`src/rtl/game_round_controller.sv`:
```
// game_round_controller: reaction game sequencer with LFSR-chosen targets.
// Define BUTTON_SYNC_EN to pass buttons through a two-flop synchronizer.
module game_round_controller #(
    parameter int WIDTH   = 3,
    parameter int TIMEOUT = 1000,
    parameter int ROUNDS  = 8
) (
    input  logic           osc_clk,
    input  logic           reset_n,
    input  logic           start,
    input  logic [WIDTH:0] button,
    output logic [WIDTH:0] led,
    output logic [7:0]     score,
    output logic           busy,
    output logic           game_over
);
    localparam int N  = WIDTH + 1;
    localparam int TW = (TIMEOUT > 1) ? $clog2(TIMEOUT) : 1;
    localparam logic [WIDTH:0] ALL_ON = '1;
    localparam logic [WIDTH:0] LANE0  = N'(1);

    typedef enum logic [2:0] {
        S_IDLE,
        S_RELEASE,
        S_ARM,
        S_WAIT,
        S_HIT,
        S_MISS,
        S_DONE
    } state_t;

    state_t         state_q, state_d;
    logic [WIDTH:0] btn;
    logic [WIDTH:0] target_oh;
    logic [WIDTH:0] led_d;
    logic [7:0]     lfsr_q, lfsr_d;
    logic [7:0]     target_q, target_d;
    logic [7:0]     round_q, round_d, round_inc;
    logic [7:0]     score_d;
    logic [TW-1:0]  timer_q, timer_d;
    logic           busy_d, game_over_d;
    logic           hit, wrong, expired;

`ifdef BUTTON_SYNC_EN
    logic [WIDTH:0] sync_q1, sync_q2;

    always_ff @(posedge osc_clk or negedge reset_n) begin
        if (!reset_n) begin
            sync_q1 <= '0;
            sync_q2 <= '0;
        end else begin
            sync_q1 <= button;
            sync_q2 <= sync_q1;
        end
    end

    assign btn = sync_q2;
`else
    assign btn = button;
`endif

    // A wrong lane pressed alongside the target is not an exact match.
    assign target_oh = LANE0 << target_q;
    assign hit       = (btn == target_oh);
    assign wrong     = (btn != '0) && !hit;
    assign expired   = (timer_q == TW'(TIMEOUT - 1));
    assign round_inc = round_q + 8'd1;

    always_comb begin
        state_d     = state_q;
        lfsr_d      = lfsr_q;
        target_d    = target_q;
        round_d     = round_q;
        timer_d     = timer_q;
        score_d     = score;
        led_d       = '0;
        busy_d      = 1'b1;
        game_over_d = 1'b0;

        unique case (state_q)
            S_IDLE, S_DONE: begin
                if (start) begin
                    score_d = '0;
                    round_d = '0;
                    state_d = S_RELEASE;
                end
            end
            S_RELEASE: begin
                if (btn == '0) state_d = S_ARM;
            end
            S_ARM: begin
                target_d = lfsr_q % 8'(N);
                lfsr_d   = {lfsr_q[6:0],
                            lfsr_q[7] ^ lfsr_q[5] ^ lfsr_q[4] ^ lfsr_q[3]};
                timer_d  = '0;
                state_d  = S_WAIT;
            end
            S_WAIT: begin
                timer_d = timer_q + TW'(1);
                if (hit) begin
                    state_d = S_HIT;
                    score_d = (score == 8'hFF) ? score : score + 8'd1;
                end else if (wrong || expired) begin
                    state_d = S_MISS;
                end
            end
            S_HIT, S_MISS: begin
                round_d = round_inc;
                state_d = (round_inc == 8'(ROUNDS)) ? S_DONE : S_RELEASE;
            end
            default: state_d = S_IDLE;
        endcase

        // Outputs are decoded from the next state so they register with it.
        unique case (state_d)
            S_WAIT: led_d = LANE0 << target_d;
            S_HIT:  led_d = ALL_ON;
            S_DONE: begin
                led_d       = ALL_ON;
                busy_d      = 1'b0;
                game_over_d = 1'b1;
            end
            S_IDLE: busy_d = 1'b0;
            default: ;
        endcase
    end

    always_ff @(posedge osc_clk or negedge reset_n) begin
        if (!reset_n) begin
            state_q   <= S_IDLE;
            lfsr_q    <= 8'hA5;
            target_q  <= '0;
            round_q   <= '0;
            timer_q   <= '0;
            score     <= '0;
            led       <= '0;
            busy      <= 1'b0;
            game_over <= 1'b0;
        end else begin
            state_q   <= state_d;
            lfsr_q    <= lfsr_d;
            target_q  <= target_d;
            round_q   <= round_d;
            timer_q   <= timer_d;
            score     <= score_d;
            led       <= led_d;
            busy      <= busy_d;
            game_over <= game_over_d;
        end
    end

endmodule

```
`config.mk`:
```
export PLATFORM = sky130hd
export DESIGN_NAME = game_round_controller
export DESIGN_NICKNAME = d
export VERILOG_FILES = /design/src/rtl/game_round_controller.sv
export SDC_FILE = /design/constraint.sdc
export NUM_CORES = 1
export LEC_CHECK = 0
export ABC_AREA = 1
export CORE_MARGIN = 4
export CORE_UTILIZATION = 50
export CTS_CLUSTER_DIAMETER = 80
export DETAILED_ROUTE_END_ITERATION = 10
export PLACE_DENSITY = 0.76
export SYNTH_ARGS = -nofsm -noshare
export SYNTH_HDL_FRONTEND = slang
export SYNTH_SLANG_ARGS = --single-unit
```
`constraint.sdc`:
```
create_clock -name osc_clk -period 1.8 [get_ports osc_clk]
set_clock_uncertainty 0.2 [all_clocks]
set_input_delay 0.36 -clock osc_clk [delete_from_list [all_inputs] [get_ports osc_clk]]
set_output_delay 0.36 -clock osc_clk [all_outputs]
set_load 0.01 [all_outputs]
```
ff_map.png
Scale: 6 px per um. Other sequential cells in the stronger grey, the rest of the logic in the fainter grey.
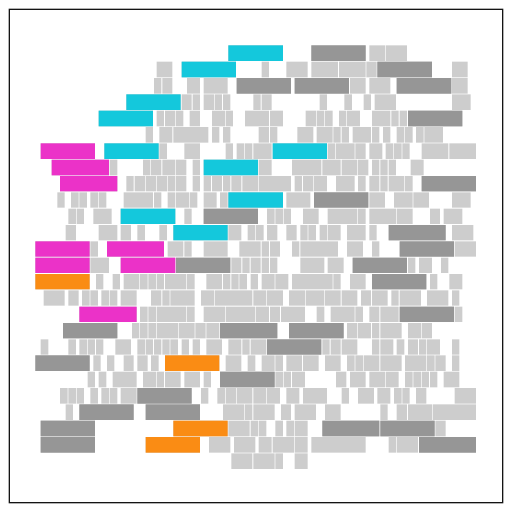
| colour | signal | sequential cells |
|---|---|---|
| orange | `led` | 4 |
| cyan | `timer_q` | 10 |
| magenta | `lfsr_q` | 8 |
not coloured: 29

gates.png
Scale: 3 px per um.
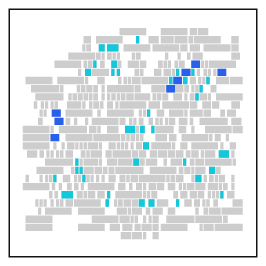
| colour | family | cells |
|---|---|---|
| blue | xor and xnor cells | 8 |
| cyan | nor cells | 37 |
Commonest Layout Cell: nand2_1
fraction of area in multi-input gates: 0.374
Layout Cells excl Fill: 497

closeup.png
Window x 49 to 74, y 49 to 74 um. Cells in grey, sequential cells in the stronger grey; small squares are vias.
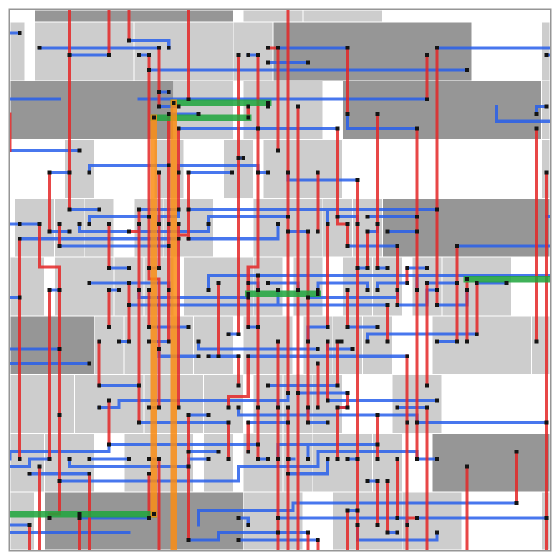
| colour | layer |
|---|---|
| green | M3 |
| blue | M1 |
| orange | M4 |
| red | M2 |
sequential cells in the window: 6
cells with their middle in the window: 61
most frequent: nand2_1 (17)
netlist names of flops here include: `score` (5), `round_q` (1)

==> out/metrics.csv <==
metric,value,unit
status,finished with violations,
violations,negative setup slack,
portBuffers,20,
ys_area,2740,um^2
critPathTopFamily,simple AND/OR/NAND/NOR gates,
cp.arrival,2.06,ns
cts_buffers,5,
design_area,3650,um^2
synth_cells,352,
slew_viol_final,0,
fmax,483,MHz
finalClockPeriodUsage,1.15,
adder_share,0.0137,
place_ws,-0.386,ns
regArea,1290,um^2
finalWorstSetupSlack,-0.270,ns
tightestPinTransition,0.376,ns
grt_pass1_wl,10800,um
ys_cells,352,
grt_pass1_vias,2491,
dieWidth,82.0,um
synth_seq_share,0.468,
grt_max_degree,52,
finalHoldViolCount,0,
setup_viol,16,
synth.cellmix.compoundShare,0.0910,
grt_overflow,0,
cp.depth,13,
ant_nets,0,
hp-class,reg -> reg,
cp_slowest_cell,dfrtp_1,
ff2ff_path_depth,13,
track_usage,0.207,
die-area,6720,um^2
initCoreUtil,0.526,
yosysUniqueCellTypes,36,
xor_area_frac,0.0256,
critPathMaxStageDelay,0.43,ns
crit_required,1.79,ns
clock_sinks,51,
gp_congestion,0.878,
dr_total_vias,2532,
first_iter_violations,105,
-- area by class of cell --
cell class              count  area share
clock buffers               6      0.0199
well taps                  70      0.0240
repair buffers             71       0.171
multi-input cells         245       0.374
flip-flops and latches     51       0.352
inverters                  52      0.0549
clock inverters             2     0.00343
-- power breakdown --
group	total, uW	switching [uW]	internal [uW]
Combinational	1000	538	462
Sequential	1330	84.8	1240
Clock	650	377	273
-- logic make-up after synthesis --
family,after synthesis
AOI/OAI and AO/OA,40
xor gates and xnor gates,8
adders and majority gates,3
buffers and inverters,57
DFF,51
and+or+nand+nor,193
-- state kept, by name, summed over array words and instances, names as in the netlist --
name,cells
state_q,3
score,8
game_over,1
lfsr_q,8
led,4
target_q,8
timer_q,10
busy,1
round_q,8
-- per-stage QoR --
step	total power, uW	TNS, ns	instances
6_report	2980	-3.47	497
5_1_grt	3150	-5.87	497
4_1_cts	2910	-2.15	494
3_5_place_dp	2140	-4.28	474
3_3_place_gp	2110	-3.45	474
2_1_floorplan	1780	-0.0707	352
-- path summary, 6_finish.rpt --
kind                                  from         end  slack [ns]
worst max-delay path            round_q[1]        busy       -0.27
worst min-delay path             lfsr_q[2]   lfsr_q[2]        0.27
worst max register to register  round_q[1]        busy       -0.27
worst min register to register   lfsr_q[2]   lfsr_q[2]        0.27
max in group asynchronous          reset_n   lfsr_q[5]        0.74
min in group asynchronous          reset_n  round_q[4]        0.36
-- Yosys cell counts --
library cell,count
nor2_4,1
buf_2,1
nand3_1,27
inv_2,6
clkinv_2,1
dfrtp_1,47
nand4_1,11
o21ai_1,4
clkbuf_1,2
or2_2,1
ha_1,3
dfstp_2,4
o211ai_1,1
inv_1,45
o32ai_1,1
o21ai_0,20
o21ai_2,3
nor4_1,2
nand3_2,3
nor2_1,26
o21bai_4,1
xor2_1,4
or2_1,2
buf_6,2
nand3b_1,1
nor3_1,2
o31ai_1,1
nand2_2,6
nor2_2,4
xnor2_1,4
a22o_1,1
a21oi_2,2
a21oi_1,3
o22ai_1,3
nor3_2,2
nand2_1,105
-- layer usage --
layer  part of all wire  GRT usage  up-vias  wire, um
met5                  0          0        -         0
met4              0.019     0.0648        0       122
met3              0.034     0.0450       11       214
met2               0.52      0.368       43      3260
met1               0.43      0.247     1206      2700
li1                   -          -     1272         -
-- worst min-delay path, cell delays in order (launching register included) --
cell     delay, ns
dfstp_2       0.38
nand2_1       0.05
nand2_1       0.04
-- cell usage in the layout (no fill, tap or decap), drive strengths merged, types with 2 or more instances in the layout --
master	Yosys	final
a21oi	5	5
buf	3	51
clkbuf	2	6
clkdlybuf4s50	0	12
dfrtp	47	47
dfstp	4	4
dlygate4sd2	0	3
dlymetal6s2s	0	4
ha	3	3
inv	51	52
nand2	111	111
nand3	30	31
nand4	11	11
nor2	31	31
nor3	4	4
nor4	2	2
o21ai	27	27
o22ai	3	3
or2	3	3
xnor2	4	4
xor2	4	4
-- what timing repair did --
item	in CTS	in global routing
hold buffers	1	0
resized	20	33
hold endpoints to repair	47	0
endpoints found under the setup margin	23	25
cloned	1	0
pin swaps	9	21
setup buffers	10	6
Power and IR drop assume default switching activity.
